[src/rtl/alu_result_fifo.sv]
// Result FIFO behind the 4-bit ALU: valid/ready capture of {y, sel, k/n/c/v},
// in-order delivery to a stalling consumer, and sticky status flags.
module alu_result_fifo #(
  parameter int unsigned DEPTH = 4,
  parameter int unsigned PTR_W = 2
) (
  input  logic             clk,
  input  logic             rst,
  input  logic             in_valid,
  output logic             in_ready,
  input  logic [3:0]       in_y,
  input  logic [1:0]       in_sel,
  input  logic             in_k,
  input  logic             in_n,
  input  logic             in_c,
  input  logic             in_v,
  output logic             out_valid,
  input  logic             out_ready,
  output logic [3:0]       out_y,
  output logic [1:0]       out_sel,
  output logic [3:0]       out_flags,
  output logic [PTR_W:0]   count,
  input  logic             clr_sticky,
  output logic [3:0]       sticky_flags
);

  localparam int unsigned CNT_W = PTR_W + 1;

  typedef struct packed {
    logic [3:0] y;
    logic [1:0] sel;
    logic [3:0] flags;
  } entry_t;

  if ((DEPTH < 2) || (DEPTH > 16) || (DEPTH != (1 << PTR_W))) begin : g_param_check
    $error("alu_result_fifo: DEPTH must be a power of two in 2..16 with PTR_W = log2(DEPTH)");
  end

  entry_t             mem [DEPTH];
  entry_t             wr_entry;
  entry_t             head;
  logic [PTR_W-1:0]   wr_ptr;
  logic [PTR_W-1:0]   rd_ptr;
  logic [CNT_W-1:0]   cnt;
  logic               push;
  logic               pop;

  assign in_ready  = (cnt != CNT_W'(DEPTH));
  assign out_valid = (cnt != '0);
  assign push      = in_valid && in_ready;
  assign pop       = out_valid && out_ready;
  assign count     = cnt;

  // Logical ops (AND/OR) cannot produce carry or overflow, so those flags are dropped.
  always_comb begin
    wr_entry.y     = in_y;
    wr_entry.sel   = in_sel;
    wr_entry.flags = {in_k, in_n, (in_sel[1] ? 2'b00 : {in_c, in_v})};
  end

  always_ff @(posedge clk) begin
    if (push) begin
      mem[wr_ptr] <= wr_entry;
    end
  end

  always_ff @(posedge clk or posedge rst) begin
    if (rst) begin
      wr_ptr <= '0;
      rd_ptr <= '0;
      cnt    <= '0;
    end else begin
      if (push) begin
        wr_ptr <= wr_ptr + PTR_W'(1);
      end
      if (pop) begin
        rd_ptr <= rd_ptr + PTR_W'(1);
      end
      if (push && !pop) begin
        cnt <= cnt + CNT_W'(1);
      end else if (pop && !push) begin
        cnt <= cnt - CNT_W'(1);
      end
    end
  end

  // Clear takes effect before a coincident push accumulates.
  always_ff @(posedge clk or posedge rst) begin
    if (rst) begin
      sticky_flags <= '0;
    end else if (clr_sticky) begin
      sticky_flags <= push ? wr_entry.flags : 4'b0000;
    end else if (push) begin
      sticky_flags <= sticky_flags | wr_entry.flags;
    end
  end

  // Head is gated by occupancy so the outputs read zero while empty and in reset.
  always_comb begin
    head      = mem[rd_ptr];
    out_y     = out_valid ? head.y     : 4'h0;
    out_sel   = out_valid ? head.sel   : 2'b00;
    out_flags = out_valid ? head.flags : 4'b0000;
  end

endmodule
[config.mk]
export PLATFORM = sky130hd
export DESIGN_NAME = alu_result_fifo
export DESIGN_NICKNAME = d
export VERILOG_FILES = /design/src/rtl/alu_result_fifo.sv
export SDC_FILE = /design/constraint.sdc
export NUM_CORES = 1
export LEC_CHECK = 0
export CAP_MARGIN = 20
export CORE_ASPECT_RATIO = 2
export CORE_MARGIN = 4
export CORE_UTILIZATION = 59
export CTS_BUF_LIST = sky130_fd_sc_hd__clkbuf_4 sky130_fd_sc_hd__clkbuf_8
export CTS_CLUSTER_DIAMETER = 150
export CTS_CLUSTER_SIZE = 10
export DETAILED_ROUTE_END_ITERATION = 12
export PLACE_DENSITY_LB_ADDON = 0.3
export SLEW_MARGIN = 20
export SYNTH_ARGS = -nofsm -noshare
export SYNTH_HDL_FRONTEND = slang
export SYNTH_SLANG_ARGS = --single-unit
[constraint.sdc]
create_clock -name clk -period 5.3 [get_ports clk]
set_input_delay 0.53 -clock clk [delete_from_list [all_inputs] [get_ports clk]]
set_output_delay 0.53 -clock clk [all_outputs]
set_load 0.1 [all_outputs]
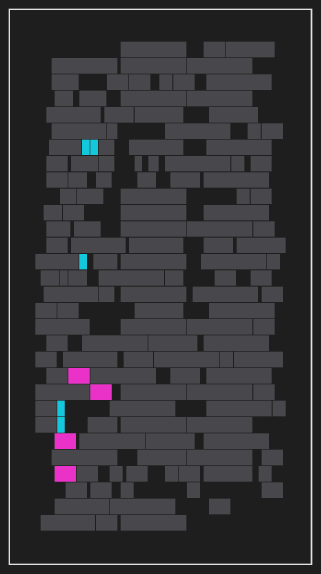
(run_1/logic_types.png)
Scale: 6 px per um.
family	colour	cells
non-inverting ao/oa cells	magenta	4
inv cells	cyan	5

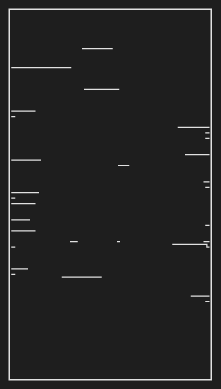
(run_1/layer_met3.png)
Scale: 4 px per um.
longest straight run	14.7 um
nets with wire on the layer	25
share of all routed wire	3.3%
main direction	horizontal
DRT Wirelength: 3.60 mm
DR vias: 1058
GR Util met3: 0.0358

==> summary.txt, run 1 <==
run results: Arr. time, crit path 2.85 ns, row count 30, XOR Share, Synth 0.0251, Max stage delay on crit path 0.96 ns, Top-area cell share 0.573, status finished clean, Comb area share 0.222, First-pass DRT Iterations 4, chip area 4620 um^2, top cells by area edfxtp_1 57%, dfrtp_1 13%, mux4_2 11%, and2_1 3.0%, ha_1 3.0%, Top cell excl fill/tap edfxtp_1, Worst Tran Pin Value 0.974 ns, Post-layout nets 167, Post-DP HPWL about 2.5 mm, critical path fanouts, max 12, Final clock-cell share 0.0457, setup TNS 0 ns, Synth mux share 0.120, Worst path depth 3, critical-path cell list mux4_2 > and2_1 > clkdlybuf4s50_1, slowest cell on the critical path clkdlybuf4s50_1, grt ovf 0, Net Count, Synth 131, CP required between 4 and 5 ns, Final GP Congestion 0.677
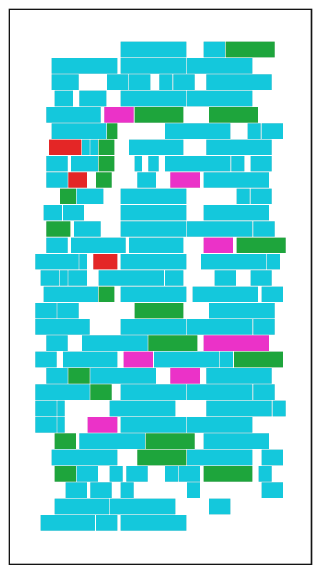
(run_1/sizes.png)
Scale: 6 px per um.
size	colour	cells	share
_2 cells	green	21	14%
_6 and larger	magenta	7	4.8%
_0 and _1 cells	cyan	116	79%
_3 and _4 cells	red	3	2.0%
post-route cell area: 2570 um^2
Area Growth Syn to Fin: 22.9%

-- run 1: metal layers --
| metal | global-route usage | vias up | wire (um) |
|---|---|---|---|
| met1 | 0.175 | 538 | 1330 |
| met2 | 0.332 | 30 | 2070 |
| met5 | 0 | - | 0 |
| li1 | - | 485 | - |
| met3 | 0.0358 | 5 | 120 |
| met4 | 0.0993 | 0 | 81 |
-- run 1: flip-flops by register name (all words and copies together), names as in the netlist --
| name | cells |
|---|---|
| count | 3 |
| mem | 40 |
| rd_ptr | 2 |
| sticky_flags | 4 |
| wr_ptr | 2 |
-- run 1: stage by stage --
step,cells,utilization,area (um^2)
after floorplan,110,-,2090
after global routing,195,0.754,2570
after global placement,187,0.719,2460
after detailed placement,187,0.719,2460
after CTS,195,0.754,2570
final,195,0.754,2570
-- run 1: cells by family after synthesis --
logic type,count (synthesis)
adder cells (fa/ha/maj),6
AND/OR/NAND/NOR,22
AND-OR/OR-AND,4
XOR/XNOR,6
multiplexers,12
flip-flops,51
buffers and inverters,9
-- run 1: synthesized netlist by cell type (all sizes together) --
library cell	n
dfrtp	11
xnor2	4
nand3	1
and3	4
xor2	2
ha	5
edfxtp	40
mux4	10
nor2b	2
and2	11
or3b	1
nand2	1
or3	1
inv	5
nor2	1
buf	3
mux2	2
fa	1
clkbuf	1
a22o	4
==> run 2, diff against run 1 <==
Settings changed: CORE_UTILIZATION 59 to 49.
Clock period 5.3 ns to 3.06 ns, I/O delays scaled along.
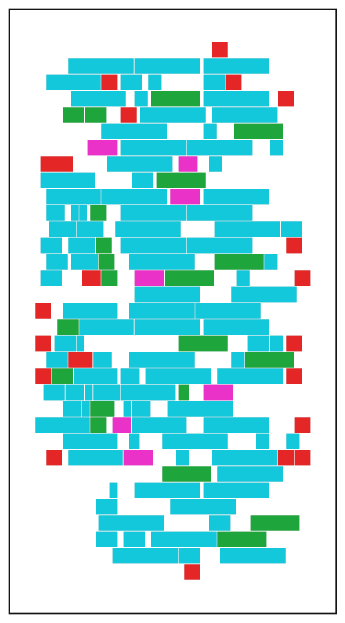
(run_2/sizes.png)
Scale: 6 px per um.
size	colour	cells	share
_6 and larger	magenta	7	4.8%
_0 and _1 cells	cyan	99	67%
_3 and _4 cells	red	20	14%
_2 cells	green	21	14%

==> summary.txt, run 2 <==
run results: DRT Wirelength 3.48 mm (-3.3%), First-pass DRT Iterations 4 (unchanged), register with the most flip-flops mem, post-synthesis async set-or-reset flop share 0.216 (unchanged), Max stage delay on crit path 0.80 ns (-0.16 ns), CP required 2.75 ns (-2.02 ns), status finished clean, Post-layout nets 167 (unchanged), slowest cell on the critical path dfrtp_1, GR Util met3 0.0341 (-0.00170), Area after DPL 2420 um^2 (-1.5%), routed metal-1 wirelength 1.27 mm (-4.4%), Post-DP HPWL 2.54 mm (+0.79%), Top cell excl fill/tap edfxtp_1, Net Count, Synth 131 (unchanged), post-route insts no fill 199 (+2.1%), Arr. time, crit path 2.09 ns (-0.76 ns), grt ovf 0 (unchanged), row count 33 (+10%), met2 wire len 1.97 mm (-4.8%), top cells by area edfxtp_1 57%, dfrtp_1 13%, mux4_2 11%, and2_1 3.0%, ha_1 3.0%, EDFF count, synth 40 (unchanged), setup TNS 0 ns (unchanged), chip area 5450 um^2 (+18%), critical path fanouts, max 12 (unchanged), most instantiated cells after synthesis 40 x edfxtp_1, 11 x dfrtp_1, 10 x and2_1, 10 x mux4_2, post-route cell area 2510 um^2 (-2.5%), DR vias 1070 (+1.1%), max reg flops 40 (unchanged), Top-area cell share 0.573 (unchanged), Dominant flop cell edfxtp_1, peak-usage layer in the global routing report met2, critical-path cell list mux4_2 > and2_1 > buf_4
## run 2: worst paths after layout
| path | from | slack [ns] | end | depth (start not counted) |
|---|---|---|---|---|
| setup / recovery | rd_ptr[0]$_DFFE_PP0P_ | 0.66 | out_flags[1] | 3 |
| hold / removal | rst | 0.31 | count[1]$_DFFE_PP0P_ | 2 |
| setup reg to reg | count[1]$_DFFE_PP0P_ | 0.74 | count[2]$_DFFE_PP0P_ | 8 |
| hold reg to reg | sticky_flags[1]$_DFFE_PP0P_ | 0.52 | sticky_flags[1]$_DFFE_PP0P_ | 1 |
| max in group asynchronous | rst | 2.45 | sticky_flags[2]$_DFFE_PP0P_ | 2 |
| min in group clk | sticky_flags[1]$_DFFE_PP0P_ | 0.52 | sticky_flags[1]$_DFFE_PP0P_ | 1 |
## run 2: area by class of cell
type,instances,area [um^2],share of cell area
Sequential cell,51,1480,0.588
Multi-Input combinational cell,50,572,0.228
Timing Repair Buffer,33,288,0.115
Clock buffer,5,68.8,0.0274
Tap cell,52,65.1,0.0259
Clock inverter,3,22.5,0.00897
Inverter,5,18.8,0.00747
## run 2: logic make-up (layout without fill, tap and decap cells)
family                   after synthesis  count (layout)  synth area share
AND/OR/NAND/NOR                       22              22            0.0693
adder cells (fa/ha/maj)                6               6            0.0394
flip-flops                            51              51             0.705
multiplexers                          12              12             0.120
XOR/XNOR                               6               6            0.0251
buffers and inverters                  9              46            0.0221
AND-OR/OR-AND                          4               4            0.0191
